`config.mk`:
```
export PLATFORM = sky130hd
export DESIGN_NAME = qos_vc_arbiter
export DESIGN_NICKNAME = d
export VERILOG_FILES = /design/src/rtl/qos_pkg.sv /design/src/rtl/vc_rr_next.sv /design/src/rtl/qos_vc_arbiter.sv
export SDC_FILE = /design/constraint.sdc
export NUM_CORES = 1
export LEC_CHECK = 0
export CAP_MARGIN = 40
export CORE_MARGIN = 10
export CORE_UTILIZATION = 40
export DETAILED_ROUTE_END_ITERATION = 16
export GPL_ROUTABILITY_DRIVEN = 0
export PLACE_DENSITY_LB_ADDON = 0.3
export SLEW_MARGIN = 20
export SYNTH_ARGS = -nofsm -noshare
export SYNTH_HDL_FRONTEND = slang
export SYNTH_HIERARCHICAL = 1
export SYNTH_SLANG_ARGS = --single-unit
```
`constraint.sdc`:
```
create_clock -name i_clk -period 5.39 [get_ports i_clk]
set_input_delay 1.617 -clock i_clk [delete_from_list [all_inputs] [get_ports i_clk]]
set_output_delay 1.617 -clock i_clk [all_outputs]
set_load 0.01 [all_outputs]
```
`src/rtl/qos_pkg.sv`:
```
// Shared types and defaults for the QoS virtual-channel arbiter.
package qos_pkg;
  localparam int NUM_VC  = 4;
  localparam int VC_ID_W = 2;

  localparam int DEF_W0 = 4;
  localparam int DEF_W1 = 3;
  localparam int DEF_W2 = 2;
  localparam int DEF_W3 = 1;

  typedef enum logic [1:0] {
    IDLE  = 2'd0,
    SERVE = 2'd1,
    STALL = 2'd2
  } arb_state_t;
endpackage

```
`src/rtl/vc_rr_next.sv`:
```
// Finds the next non-empty VC after the active one, searching +1..+4 with wrap.
module vc_rr_next
  import qos_pkg::*;
(
  input  logic [NUM_VC-1:0]  i_empty,
  input  logic [VC_ID_W-1:0] i_active_vc,
  output logic [VC_ID_W-1:0] o_next_vc,
  output logic               o_found
);

  logic [VC_ID_W-1:0] w_idx;

  // Scan farthest first so the nearest non-empty VC is the last one written.
  always_comb begin
    o_next_vc = i_active_vc;
    o_found   = 1'b0;
    w_idx     = '0;
    for (int k = NUM_VC; k >= 1; k--) begin
      w_idx = i_active_vc + VC_ID_W'(k);
      if (!i_empty[w_idx]) begin
        o_next_vc = w_idx;
        o_found   = 1'b1;
      end
    end
  end

endmodule

```
`src/rtl/qos_vc_arbiter.sv`:
```
// Weighted round-robin arbiter: pops per-class FIFOs by credit and pushes
// class-tagged words into the egress FIFO through a two-stage pipe.
module qos_vc_arbiter
  import qos_pkg::*;
#(
  parameter int DATA_W = 4,
  parameter int W0     = DEF_W0,
  parameter int W1     = DEF_W1,
  parameter int W2     = DEF_W2,
  parameter int W3     = DEF_W3
) (
  input  logic                        i_clk,
  input  logic                        i_rst_n,
  input  logic [NUM_VC-1:0]           i_empty,
  input  logic [NUM_VC*DATA_W-1:0]    i_dato_vc,
  input  logic                        i_almost_full,
  output logic [NUM_VC-1:0]           o_pop,
  output logic                        o_push_out,
  output logic [DATA_W+VC_ID_W-1:0]   o_dato_out,
  output logic [VC_ID_W-1:0]          o_active_vc
);

  arb_state_t                  r_state;
  logic [VC_ID_W-1:0]          r_active_vc;
  logic [3:0]                  r_credit;
  logic                        r_s1_valid;
  logic [VC_ID_W-1:0]          r_s1_vc;
  logic                        r_push;
  logic [DATA_W+VC_ID_W-1:0]   r_dato;

  logic                        w_can_move;
  logic                        w_pop_any;
  logic                        w_found;
  logic [VC_ID_W-1:0]          w_next_vc;
  logic [3:0]                  w_reload;

  function automatic logic [3:0] weight_of(input logic [VC_ID_W-1:0] vc);
    case (vc)
      2'd0:    return 4'(W0);
      2'd1:    return 4'(W1);
      2'd2:    return 4'(W2);
      default: return 4'(W3);
    endcase
  endfunction

  vc_rr_next u_rr_next (
    .i_empty     (i_empty),
    .i_active_vc (r_active_vc),
    .o_next_vc   (w_next_vc),
    .o_found     (w_found)
  );

  assign w_reload   = weight_of(w_next_vc);
  assign w_can_move = (r_state != STALL) && !i_almost_full;
  // Reset gates the pop so the FIFOs see no request while the arbiter is held.
  assign w_pop_any  = i_rst_n && w_can_move && !i_empty[r_active_vc] && (r_credit != 4'd0);

  always_comb begin
    o_pop = '0;
    o_pop[r_active_vc] = w_pop_any;
  end

  always_ff @(posedge i_clk or negedge i_rst_n) begin
    if (!i_rst_n) begin
      r_state     <= IDLE;
      r_active_vc <= '0;
      r_credit    <= 4'(W0);
      r_s1_valid  <= 1'b0;
      r_s1_vc     <= '0;
      r_push      <= 1'b0;
      r_dato      <= '0;
    end else begin
      if (i_almost_full)
        r_state <= STALL;
      else if (i_empty != '1)
        r_state <= SERVE;
      else
        r_state <= IDLE;

      // Last credit: hand over now so the next VC pops next cycle with no bubble.
      if (w_pop_any) begin
        if (r_credit <= 4'd1) begin
          r_active_vc <= w_next_vc;
          r_credit    <= w_reload;
        end else begin
          r_credit <= r_credit - 4'd1;
        end
      end else if (w_can_move && i_empty[r_active_vc] && w_found) begin
        r_active_vc <= w_next_vc;
        r_credit    <= w_reload;
      end

      r_s1_valid <= w_pop_any;
      r_s1_vc    <= r_active_vc;
      r_push     <= r_s1_valid;
      if (r_s1_valid)
        r_dato <= {r_s1_vc, i_dato_vc[r_s1_vc*DATA_W +: DATA_W]};
    end
  end

  assign o_push_out  = r_push;
  assign o_dato_out  = r_dato;
  assign o_active_vc = r_active_vc;

endmodule

```
Fig. 1: run 1, met1 routing
The bar under the picture is 20 um long. Cells faint in the background.
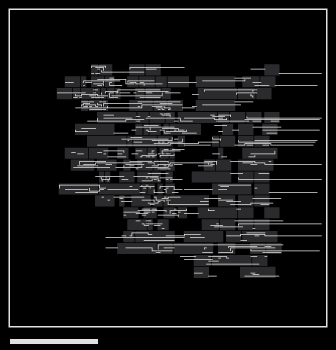
The longest straight run is 28.5 um. The layer carries 1270 um of wire. 147 nets have wire on it. The wires run mostly horizontal. The layer holds 45% of the routed length.

Fig. 2: run 1, the metal 2 layer
Cells faint in the background.
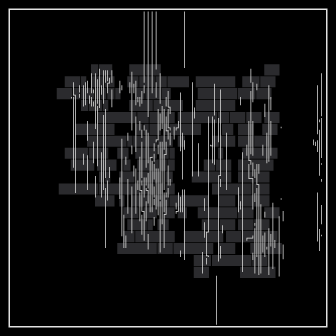
147 nets have wire on it. The layer holds 45% of the routed length.
via count: 915
Detailed Route WL: 2826 um

==> impl_metrics.ini, run 1 <==
; physical design summary
[power]
p_per_area_mw_per_mm2 = 461.4
p_leak_nw = 0.6747
p_switching_mw = 0.2626
ir_worst_vdd_v = 0.0003003
seqPwrFrac = 0.376
clkPwrFrac = 0.115
swShare = 0.3684
internal-power_mw = 0.4503
finalPower_mw = 0.7129
combPwrFrac = 0.509

[timing]
fin_setup_tns_ps = 0
max_slew_margin = 0.6892
post-route-period-util = 0.9664
finalHoldViolations = 0
setup_viol = 0
fmax_mhz = 192.0
rsz0062_at_grt = false
finClkSkew_ps = 7.267
worstMarginPinSlew_ps = 466.2
min_period_ps = 5209
slew_viol_final = 0

[synthesis]
synthDistinctLibCells = 35
synthFlopType = dfrtp_1
synthMostInstantiatedCell = dfrtp_1
synthTopLogicFamily = multiplexers
yosysTopAreaCellShare = 0.3913
numSynthFlops = 18
yosys_cells = 95
syn_inst = 95
simple_gate_share = 0.1404
fp_nets = 123
ys_area_mm2 = 0.001087
synthAoiAreaFrac = 0.1381
topCellsByArea = dfrtp_1, mux4_2, mux2_2
edf_count = 0
mux_share = 0.2140
ys_sh_xor = 0
async_flop_share = 1.000
syn-mean-instance-area_um2 = 11.45
ys_seq_share = 0.4154
ys_sh_adder = 0.05754
synth.cell_area_mm2 = 0.001087
synth_warnings = 6
synth.top_cells.by_count = dfrtp_1, inv_1, nand2_1, mux2_2, ha_1
yosys.area.top_type = dfrtp_1

[cts]
clkTransAtPathRegs_ps = 100
cts_sinks = 18
root_buffer = clkbuf_4
post_cts_buffers = 0
cts_tree = yes
clk_latency_ps = 300
cts_buffers = 3
cts_max_level = 1
hold_buffers = 0
cts_resized = 0
clockBufferDepth = 2

[setup_path]
worst-path-stages = 7
crit_buf_inv = 3
critPathLaunch = i_empty[1]
crit_path_frequent_cell = clkdlybuf4s50_1
critical-path-top-delay-family = buffers and inverters
r2r_setup_slack_ps = 3370
critPathMaxFanout = 6
path_cells = clkdlybuf4s50_1 -> mux2_4 -> a2bb2o_4 -> nand3_1 -> inv_1 -> and3_2 -> clkdlybuf4s50_1
r2r_cells = 5
reg2reg_from = o_active_vc[1]$_DFFE_PN0P_
cp_slowest_stage_delay_ps = 530
endpoint = o_pop[3]
cp_data_required_time_ps = 3770
arrival_ps = 3590
crit_slowest_cell = clkdlybuf4s50_1
reg2reg_to = o_active_vc[0]$_DFFE_PN0P_
critPathKind = primary input to output pin
start_kind = primary input
critPathCaptureType = output pin

[global_route]
grt_pass1_wl_um = 4705
antenna_found_initial = 0
grt_max_degree = 16
globalRouteTotalUtil = 0.1102
grt_pass1_vias = 951
overflow = 0

[finish]
nNetsFinal = 167
final_layout_size_suffix_gt1_frac = 0.1884
stdcell_area_mm2 = 0.001545
area_delta_synth_final_pct = 42.12
largest_reg_flops = 6
final_cell_count_no_fill = 168
antenna_cells = 0
fill_cells = 205

[route]
drc = 0
drt_iter0_drc = 15
avgRoutedWirePerCell_um = 16.82
firstDrtPassIters = 4
ant_nets = 0
via_per_inst = 5.446

[flow_run]
warning_count = 29
max_cap_violations = 0

[place]
numPortBuffers = 35
place_area_mm2 = 0.001509
dpl.cell_count = 164
hpwl_um = 2328

[floorplanning]
die-height_um = 72.14
die_w_um = 72.14
rows = 18
die-area_mm2 = 0.005203
core_mm2 = 0.002545
fp_util = 0.4272
io_pins = 36

[worst_hold_path]
hp-start = o_dato_out[4]$_DFFE_PN0P_
hold_depth = 1
hold_path_class = flip-flop to flip-flop
holdPathEnd = o_dato_out[4]$_DFFE_PN0P_

[outcome]
outcome = finished clean
Fig. 3: run 1, met3 routing
The bar under the picture is 20 um long. Cells faint in the background.
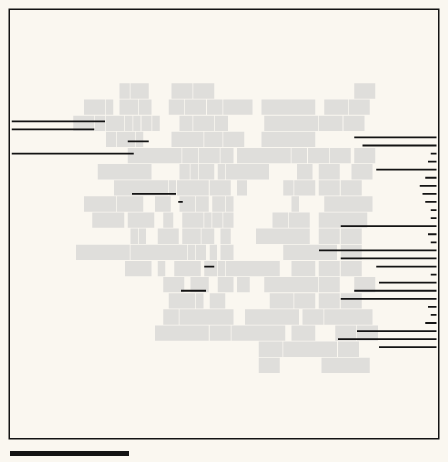
The wires run mostly horizontal. 33 nets have wire on it. The layer carries 256 um of wire.
met3 Usage GRT: 0.03810

run 1: placed cells by master, fill, tap and decap left out, drive strengths merged, types with 3 or more instances in the layout:
cell type and n:
clkdlybuf4s50 35, dfrtp 17, inv 9, mux2 9
nand2 7, ha 5, buf 5, nand3 4
mux4 4, clkbuf 4, mux2i 3, a21oi 3
o21ai 3
run 1: power by group through the flow:
stage          clock, mW  combinational (mW)  sequential [mW]
2_1_floorplan          0               0.216            0.266
3_3_place_gp           0               0.355            0.266
3_5_place_dp           0               0.367            0.270
4_1_cts           0.0859               0.369            0.268
5_1_grt           0.0905               0.400            0.282
6_report          0.0823               0.363            0.268
run 1: cell type report:
class,instances,area (um2),share of cell area
Timing Repair Buffer,40,387.9,0.2510
Sequential cell,18,451.7,0.2923
Tap cell,30,37.54,0.02429
Clock buffer,4,36.28,0.02348
Inverter,9,33.78,0.02186
Multi-Input combinational cell,67,598.1,0.3870
run 1: layer usage:
metal / global-route usage / part of all wire / up-vias
met2: 0.1749 / 0.45 / 36
li1: - / - / 439
met4: 0.03441 / 0.0074 / 0
met1: 0.1364 / 0.45 / 436
met3: 0.03810 / 0.091 / 4
met5: 0 / 0 / -
run 1: cells by family (layout without fill, tap and decap cells):
family                   Yosys count  in the layout
multiplexers                      16             16
AND-OR/OR-AND                     18             18
adder cells (fa/ha/maj)            5              5
flip-flops                        18             18
buffers and inverters             10             53
AND/OR/NAND/NOR                   28             28
run 1: through the flow:
stage / hold slack (ps) / worst slack (ps) / util
floorplan: 351.9 / 1135 / -
global placement: 488.3 / 232.7 / 0.5929
detailed placement: 494.1 / 169.7 / 0.5929
CTS: 519.4 / 169.2 / 0.6072
global route: 546.0 / 13.22 / 0.6072
finish: 515.0 / 181.0 / 0.6072
==> run 1 -> run 2 <==
==> constraint.sdc (replaced) <==
create_clock -name i_clk -period 5.6 [get_ports i_clk]
set_input_delay 1.68 -clock i_clk [delete_from_list [all_inputs] [get_ports i_clk]]
set_output_delay 1.68 -clock i_clk [all_outputs]
set_load 0.01 [all_outputs]
Fig. 4: run 2, register map, names as in the netlist
Other sequential cells in the stronger grey, the rest of the logic in the fainter grey.
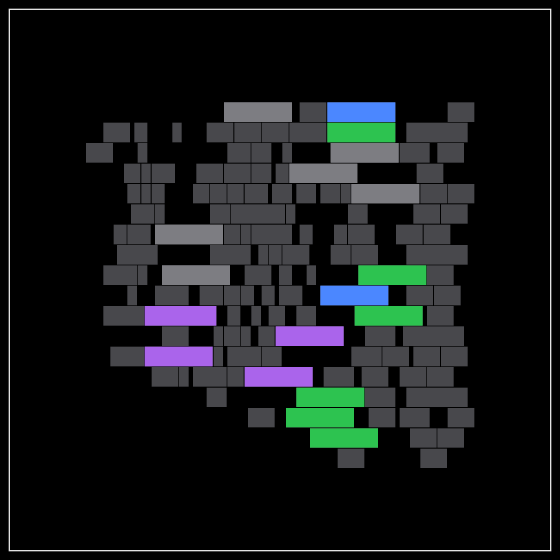
Key: green = o_dato_out [placed flops 6]; blue = r_s1_vc [placed flops 2]; purple = r_credit [placed flops 4]
Another 6 sequential cells are not coloured.
seq pwr: 0.257 mW
Seq/total area: 0.2937
final core occ: 0.6042
Reg area: 451.7 um2

Fig. 5: run 2, met1 routing
The bar under the picture is 20 um long. Cells faint in the background.
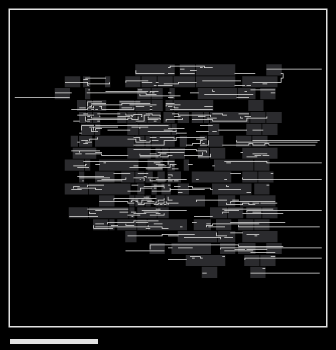
141 nets have wire on it. The layer carries 1250 um of wire. The longest straight run is 23.0 um. The layer holds 46% of the routed length.
met1 usage: 0.1245
via count: 917
Detailed Route WL: 2692 um

==> run 2 against run 1 <==
  * Synthesized cell count stayed put
  * Non-clock buffer count is 1 lower
  * Cell count is 0.60% lower
  * Clock skew is 1.4 ps lower
  * Total power is 4.2% lower
  * Clock power is 4.0% lower
  * Critical path type unchanged
  * Critical endpoint is now o_pop[2]
  * Largest cell class unchanged
  * Clock-buffer cell count stayed put
==> impl_metrics.ini, run 2 <==
; physical design summary
[outcome]
outcome = finished clean

[place]
place_area_mm2 = 0.001501
pre_cts_ws_ps = 248.9
numPortBuffers = 35
hpwl_um = 2257
dpl.cell_count = 163

[synthesis]
edf_count = 0
synthFlopType = dfrtp_1
synth.top_cells.by_count = dfrtp_1, inv_1, nand2_1, mux2_2, ha_1
synthMostInstantiatedCell = dfrtp_1
mux_share = 0.2140
topCellsByArea = dfrtp_1, mux4_2, mux2_2
ys_sh_xor = 0
numSynthFlops = 18
fp_nets = 123
synth_warnings = 6
synthTopLogicFamily = multiplexers
yosysTopAreaCellShare = 0.3913
synth.cell_area_mm2 = 0.001087
synthAoiAreaFrac = 0.1381
synthDistinctLibCells = 35
ys_area_mm2 = 0.001087
simple_gate_share = 0.1404
ys_seq_share = 0.4154
async_flop_share = 1.000

[timing]
finalWorstSetupSlack_ps = 221.0
max_slew_margin = 0.6922
slew_viol_final = 0
finalHoldViolations = 0
min_period_ps = 5379
post-route-period-util = 0.9605
setup_viol = 0
fmax_mhz = 185.9
finClkSkew_ps = 5.850
worstMarginPinSlew_ps = 461.7
rsz0062_at_grt = false
fin_setup_tns_ps = 0
timing.hold.ws_ps = 514.6

[cts]
cts_tree = yes
cts_sinks = 18
post_cts_buffers = 0
root_buffer = clkbuf_4
clockBufferDepth = 2
clk_latency_ps = 290
hold_buffers = 0
cts_max_level = 1
clkTransAtPathRegs_ps = 90
cts_buffers = 3

[finish]
nNetsFinal = 166
antenna_cells = 0
final_cell_count_no_fill = 167
layout_top_cells = clkdlybuf4s50_1, dfrtp_1, inv_1, nand2_1, mux2_2
largest_reg_flops = 6
stdcell_area_mm2 = 0.001538
fill_cells = 216
final_layout_size_suffix_gt1_frac = 0.1825

[floorplanning]
fp_util = 0.4272
die-area_mm2 = 0.005203
core_mm2 = 0.002545
io_pins = 36
rows = 18

[route]
ant_nets = 0
drc = 0
drt_iter0_drc = 19
via_per_inst = 5.491
avgRoutedWirePerCell_um = 16.12

[setup_path]
critPathKind = primary input to output pin
cp_data_required_time_ps = 3920
start_kind = primary input
critPathMaxFanout = 6
arrival_ps = 3700
critPathCaptureType = output pin

[global_route]
met2_usage = 0.1613
antenna_found_initial = 0
busiest_layer = met2
overflow = 0
grt_pass1_wl_um = 4333
grt_max_degree = 17
grt_pass1_vias = 939
globalRouteTotalUtil = 0.09908

[power]
seqPwrFrac = 0.376
p_switching_mw = 0.2495
pg_clk_mw = 0.0790
p_per_area_mw_per_mm2 = 444.1
p_comb_mw = 0.347
swShare = 0.3653
top_power_group = combinational cells
combPwrFrac = 0.508
clkPwrFrac = 0.116

[flow_run]
warning_count = 29
max_cap_violations = 0

[worst_hold_path]
hold_path_class = flip-flop to flip-flop
-- run 2: cell counts after synthesis --
Identical to the previous run, type by type.
-- run 2: kinds of logic (layout without fill, tap and decap cells) --
kind of cell	after synthesis	count (layout)
AND/OR/NAND/NOR	28	28
multiplexers	16	16
buffers and inverters	10	52
flip-flops	18	18
adder cells (fa/ha/maj)	5	5
AND-OR/OR-AND	18	18
-- run 2: area by class of cell --
type / count / area (um2) / area share
well taps: 30 / 37.54 / 0.02441
clock buffers: 4 / 36.28 / 0.02360
inverters: 9 / 33.78 / 0.02197
repair buffers: 39 / 380.4 / 0.2474
flip-flops and latches: 18 / 451.7 / 0.2937
multi-input cells: 67 / 598.1 / 0.3889
-- run 2: critical path, stage by stage --
cell and delay (ps):
clkdlybuf4s50_1 500, mux2i_1 280, a2bb2o_4 200, nand3_1 170, nor3b_1 280, clkdlybuf4s50_1 580
-- run 2: path summary, 6_finish.rpt --
kind	startpoint	to	slack [ps]	cells past startpoint
max	i_empty[2]	o_pop[2]	220	6
min	o_dato_out[4]$_DFFE_PN0P_	o_dato_out[4]$_DFFE_PN0P_	510	1
max reg2reg	o_active_vc[1]$_DFFE_PN0P_	o_active_vc[0]$_DFFE_PN0P_	3580	5
min reg2reg	o_dato_out[4]$_DFFE_PN0P_	o_dato_out[4]$_DFFE_PN0P_	510	1
max in group asynchronous	i_rst_n	r_credit[2]$_DFFE_PN1P_	3510	2
min in group asynchronous	i_rst_n	o_active_vc[0]$_DFFE_PN0P_	1580	1
-- run 2: per-layer routing --
| layer | wire, um | vias up |
|---|---|---|
| met5 | 0 | - |
| met4 | 14 | 0 |
| met3 | 277 | 2 |
| met2 | 1150 | 39 |
| met1 | 1250 | 437 |
| li1 | - | 439 |
==> run 2 -> run 3 <==
--- a/config.mk
+++ b/config.mk
@@ -11,6 +11,7 @@
 export DETAILED_ROUTE_END_ITERATION = 16
 export GPL_ROUTABILITY_DRIVEN = 0
 export PLACE_DENSITY_LB_ADDON = 0.3
+export SETUP_SLACK_MARGIN = 0.02
 export SLEW_MARGIN = 20
 export SYNTH_ARGS = -nofsm -noshare
 export SYNTH_HDL_FRONTEND = slang
Fig. 6: run 3, met3 routing
The bar under the picture is 20 um long. Cells faint in the background.
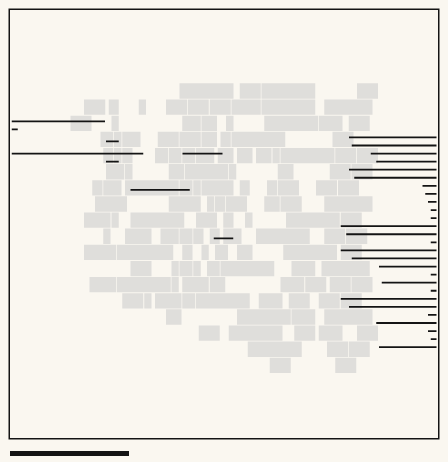
The layer carries 277 um of wire. The wires run mostly horizontal. 34 nets have wire on it.
met3 Usage GRT: 0.03673

Fig. 7: run 3, the metal 2 layer
Cells faint in the background.
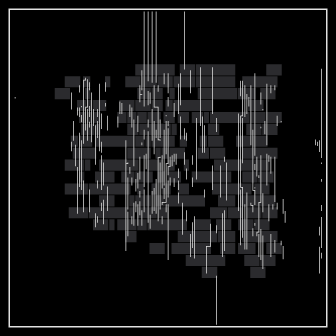
The longest straight run is 25.2 um. The layer carries 1150 um of wire. The layer holds 43% of the routed length. The wires run mostly vertical. 144 nets have wire on it.

==> run 3 against run 2 <==
  * Cell count unchanged
  * Sequential share of layout area is the same
  * Maximum frequency stayed put
  * Combinational power hardly changed
  * Routed wire length unchanged
  * Flip-flop count unchanged
  * Core utilization did not move
  * Synthesized cell count did not move
  * Design area stayed put
  * Hold slack unchanged
  * Clock-buffer cell count stayed put
  * Die size is the same
==> impl_metrics.ini, run 3 <==
; physical design summary
[finish]
largest_reg_flops = 6
layout_top_cells = clkdlybuf4s50_1, dfrtp_1, inv_1, nand2_1, mux2_2
final_cell_count_no_fill = 167
stdcell_area_mm2 = 0.001538
antenna_cells = 0

[timing]
fin_setup_tns_ps = 0
finClkSkew_ps = 5.850
max_slew_margin = 0.6922
fmax_mhz = 185.9
setup_viol = 0
rsz0062_at_grt = false
finalWorstSetupSlack_ps = 221.0
min_period_ps = 5379

[floorplanning]
io_pins = 36
die-area_mm2 = 0.005203
core_mm2 = 0.002545
fp_util = 0.4272

[synthesis]
numSynthFlops = 18
synth.cell_area_mm2 = 0.001087
topCellsByArea = dfrtp_1, mux4_2, mux2_2
synthDistinctLibCells = 35
ys_area_mm2 = 0.001087
fp_nets = 123
async_flop_share = 1.000
yosysTopAreaCellShare = 0.3913
synth_warnings = 6
synthFlopType = dfrtp_1

[place]
dpl.cell_count = 163
pre_cts_ws_ps = 248.9
place_area_mm2 = 0.001501
hpwl_um = 2257

[cts]
root_buffer = clkbuf_4
clkTransAtPathRegs_ps = 90
hold_buffers = 0
cts_sinks = 18
cts_tree = yes
clk_latency_ps = 290
cts_buffers = 3
clockBufferDepth = 2

[outcome]
outcome = finished clean

[global_route]
grt_pass1_wl_um = 4333
antenna_found_initial = 0
grt_pass1_vias = 939
grt_max_degree = 17
overflow = 0
met2_usage = 0.1613

[worst_hold_path]
hp-start = o_dato_out[4]$_DFFE_PN0P_
hold_path_class = flip-flop to flip-flop
hold_depth = 1
holdPathEnd = o_dato_out[4]$_DFFE_PN0P_

[setup_path]
critPathLaunch = i_empty[2]
r2r_cells = 5
critPathMaxFanout = 6
critPathKind = primary input to output pin
start_kind = primary input
cp_data_required_time_ps = 3920
arrival_ps = 3700
critPathCaptureType = output pin
reg2reg_from = o_active_vc[1]$_DFFE_PN0P_

[route]
drc = 0
drt_iter0_drc = 19
avgRoutedWirePerCell_um = 16.12
totalWireLength_um = 2692

[flow_run]
warning_count = 29
max_cap_violations = 0
## run 3: final cells by class
cell class / count / area [um2]
Fill cell: 216 / 1007
Multi-Input combinational cell: 67 / 598.1
Sequential cell: 18 / 451.7
Timing Repair Buffer: 39 / 380.4
Tap cell: 30 / 37.54
Clock buffer: 4 / 36.28
Inverter: 9 / 33.78
## run 3: cell families (layout without fill, tap and decap cells)
| group | count (synthesis) | count (layout) | synth area share |
|---|---|---|---|
| flops | 18 | 18 | 0.4154 |
| buf+inv | 10 | 52 | 0.03452 |
| compound gates | 18 | 18 | 0.1381 |
| mux | 16 | 16 | 0.2140 |
| fa+ha+maj | 5 | 5 | 0.05754 |
| simple gates | 28 | 28 | 0.1404 |
## run 3: metal layers
layer / vias to the layer above / part of all wire
met5: - / 0
met4: 0 / 0.0052
met3: 2 / 0.10
met2: 39 / 0.43
met1: 437 / 0.46
li1: 439 / -
## run 3: worst max-delay path, cell delays in order
cell and delay [ps]:
clkdlybuf4s50_1 500, mux2i_1 280, a2bb2o_4 200, nand3_1 170, nor3b_1 280, clkdlybuf4s50_1 580
## run 3: worst max path at each step
stage	to	slack (ps)
detailed placement	o_pop[2]	250
floorplan	o_pop[2]	1220
global placement	o_pop[2]	310
global route	o_pop[2]	90
CTS	o_pop[2]	230
finish	o_pop[2]	220
## run 3: report_power, final
| part | leakage, nW | switching, mW | internal, mW | total (mW) |
|---|---|---|---|---|
| Combinational | 0.432 | 0.139 | 0.209 | 0.347 |
| Sequential | 0.217 | 0.0716 | 0.185 | 0.257 |
| Clock | 0.0210 | 0.0393 | 0.0396 | 0.0790 |
| Total | 0.670 | 0.249 | 0.433 | 0.683 |
Power figures rest on the tool's default switching activity, not on a simulated workload.
